Design axist_dual_test_seq, sky130hd; sources not shown.
Fig. 1: placed standard cells
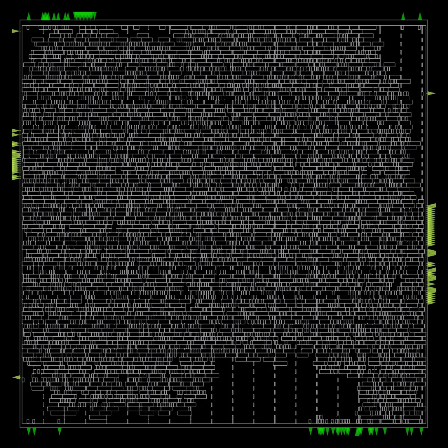
num rows: 96
Core Area: 69,200 sq um
fillers: 5,211

Fig. 2: met1 routing
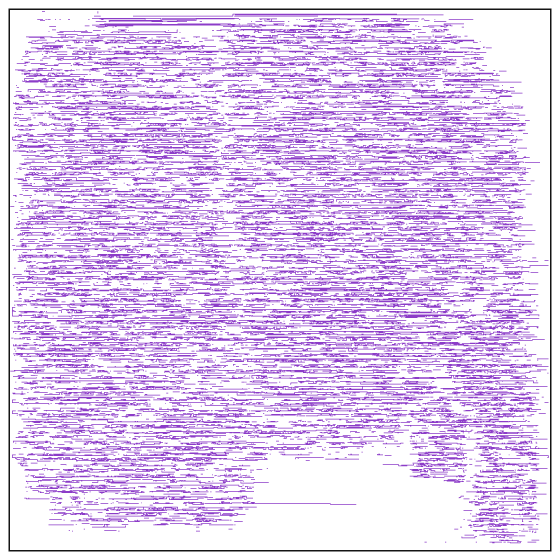
wire length on this layer: 49.4 mm
main direction: horizontal
total wire length: 124,000 microns
grt met1 use: 42.9%
DR vias: 38,700

Fig. 3: M2 wires
Cells faint in the background.
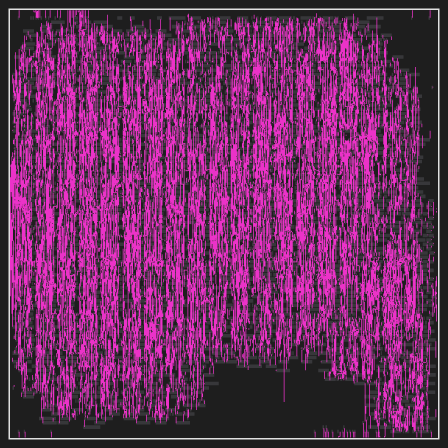
wire length on this layer: 58.2 mm
nets with wire on the layer: 4,549
share of all routed wire: 47%
main direction: vertical
M2 GR Usage: 55.4%

Fig. 4: cell density map
The die is cut into 27 by 27 equal tiles; white is low, dark blue is high, 0 to 100% covered.
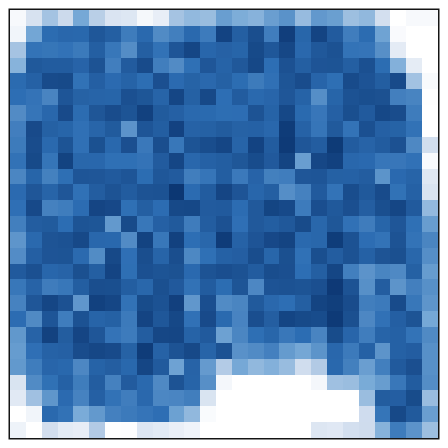
mean over tiles: 68%
tiles over 75% full: 57%
emptiest ninth of the die: bottom middle
nearly empty tiles: 5.9%
fullest tile: 97%
Starting Density: 66.2%
Final Util: 72.4%

Fig. 5: sequential cells coloured by netlist name
Other sequential cells in the stronger grey, the rest of the logic in the fainter grey.
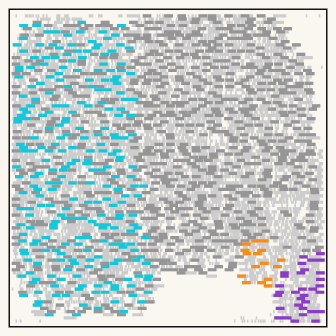
[cyan] `l2f_din` | flops: 256
[orange] `gap_cnt` | flops: 16 | where: bottom right
[purple] `wait_cnt` | flops: 32 | where: bottom right
FF+latch area: 22,400 sq um
P_seq: 4.97 mW
sequential share of cell area: 44.8%

==> flow_summary.yaml <==
# yosys + openroad results
run_status:
  status: "complete, but fails checks"
  violations: "capacitance limit, slew limit"
setup_path:
  endpoint_kind: "register"
  worst-path-stages: 8
  crit_buf_inv: 1
  critPathKind: "reg -> reg"
  crit_chain: "nand2b_2 > a311oi_1 > o2111a_1 > nor4_1 > and3_4 > clkbuf_1 > nand2_1 > a21oi_1"
  cp_max_fo: 55
power_and_ir_drop:
  combPwrFrac_pct: 8.3
  max-vdd-ir-drop_mv: 0.168
  p_seq_share_pct: 46.9
  power.total_mw: 10.6
  clkPwrFrac_pct: 44.8
  p_sw_share_pct: 24.7
  power.leakage_nw: 17.5
  powerDensity_nw_per_um2: 212
worst_hold_path:
  hold_path_class: "reg -> reg"
  hold_depth: 2
floorplanning:
  boundaryPins: 114
  die_h_microns: 267
  chipArea_sq_um: 71500
  die_w_microns: 267
synthesis:
  mux_share_pct: 0.306
  synth.avg_cell_area_sq_um: 7.86
  ys_sh_adder_pct: 0.383
  ys_types: 69
  ff_type: "dfxtp_1"
  simple_gate_area_share_pct: 22.3
  ys_area_sq_um: 45800
timing:
  max-slew-margin-rel_pct: -97.3
  finalMaxSlewViolations: 378
  period_minus_slack_ns: 6.67
  setup_viol: 0
clock_network:
  postCtsSetupBuffers: 0
  cts_sinks: 1120
  clk_pin_slew_ns: 0.06
  cts_tree: "built"
  post_cts_resized: 0
  cts_max_level: 3
final_layout:
  finish.instance_area_sq_um: 50100
  syn_to_final_growth_pct: 9.40
  drive_above_1_share_pct: 4.10
place:
  gp_congestion: 0.952
  dpl.hpwl_microns: 81400
detailed_routing:
  drt-vias-per-instance: 5.79
  wl_per_cell_microns: 18.6
  drt_iter0_drc: 4567
global_route:
  grt_antenna_before_repair: 2
run:
  cap_violations: 5
==> power by group through the flow <==
stage                     Clock, mW  Combinational (mW)  Sequential (mW)
final                          4.75               0.881             4.97
after global routing           4.96               0.951             4.98
after CTS                      4.77               0.884             4.98
after detailed placement          0               0.879             5.09
after global placement            0               0.864             5.08
after floorplan                   0               0.611             5.14
==> worst reg2reg max path, stage by stage (launching register included) <==
cell	delay [ns]
dfxtp_1	0.90
nand2b_2	0.32
a311oi_1	0.32
o2111a_1	0.51
nor4_1	1.34
and3_4	0.82
clkbuf_1	1.76
nand2_1	0.35
a21oi_1	0.23
==> layout make-up <==
class                      count  share of cell area, %
antenna                        1                0.00500
clock buffer                 154                   6.47
clock inverter                48                   1.17
inverter                      33                  0.247
multi-input combinational   4289                   42.8
sequential                  1120                   44.8
tap                          931                   2.33
timing repair buffer         106                   2.24
==> through the flow <==
| step | instances | setup slack [ns] | util (%) |
|---|---|---|---|
| global route | 6682 | 2.00 | 72.4 |
| global placement | 6472 | 4.01 | 66.8 |
| detailed placement | 6474 | 3.91 | 66.8 |
| CTS | 6676 | 4.28 | 72.4 |
| finish | 6682 | 2.43 | 72.4 |
| floorplan | 5866 | 5.53 | - |
==> placed cells by master, fill, tap and decap left out, types with 10 or more instances in the layout <==
master	count
a211oi_1	10
a21oi_1	1075
buf_4	20
bufinv_16	12
clkbuf_1	17
clkbuf_16	112
clkbuf_8	28
clkdlybuf4s50_1	35
clkinv_2	29
conb_1	42
dfxtp_1	1120
dlygate4sd3_1	35
ha_1	14
inv_1	33
mux2i_1	14
nand2_1	2108
nand3_1	28
nand4_1	94
nor2_1	98
nor3_1	36
nor4_1	95
o21ai_0	26
xnor2_1	293
xor2_1	238
==> layer usage <==
metal / vias up / global-route usage [%]
met1: 18300 / 42.9
met4: 0 / 20.1
met2: 1429 / 55.4
met3: 328 / 4.56
met5: - / 0
li1: 18700 / -
==> Yosys cell counts (4+ instances only) <==
library cell,instances,area [sq um]
dfxtp_1,1120,22400
nor2_1,98,368
a211oi_1,10,75.1
or3_1,5,31.3
and2_1,5,31.3
o22ai_1,6,37.5
xor2_1,238,2080
o21ai_0,26,130
a31oi_1,5,31.3
xnor2_1,293,2570
a221oi_1,4,35.0
nor4_1,94,588
buf_2,131,656
buf_4,50,375
or4_1,4,30.0
nand2_1,2108,7910
inv_1,33,124
o32ai_1,4,35.0
and4_1,5,43.8
mux2i_1,14,140
buf_6,4,45.0
ha_1,14,175
o21a_1,4,30.0
nand4_1,94,588
nor3_1,35,175
nand2b_1,5,31.3
or2_2,4,25.0
clkbuf_1,226,848
nand3b_1,4,30.0
and3_1,8,50.1
buf_1,13,48.8
a21oi_1,1075,5380
a2bb2oi_1,6,52.6
nand3_1,30,150
==> logic make-up after synthesis <==
group                      Yosys count
other                                1
AOI/OAI and AO/OA                 1171
xor gates and xnor gates           531
DFF                               1120
adders and majority gates           14
and+or+nand+nor                   2517
buffers and inverters              457
muxes                               14
No activity file was given, so power comes from the tool's default toggle rates.
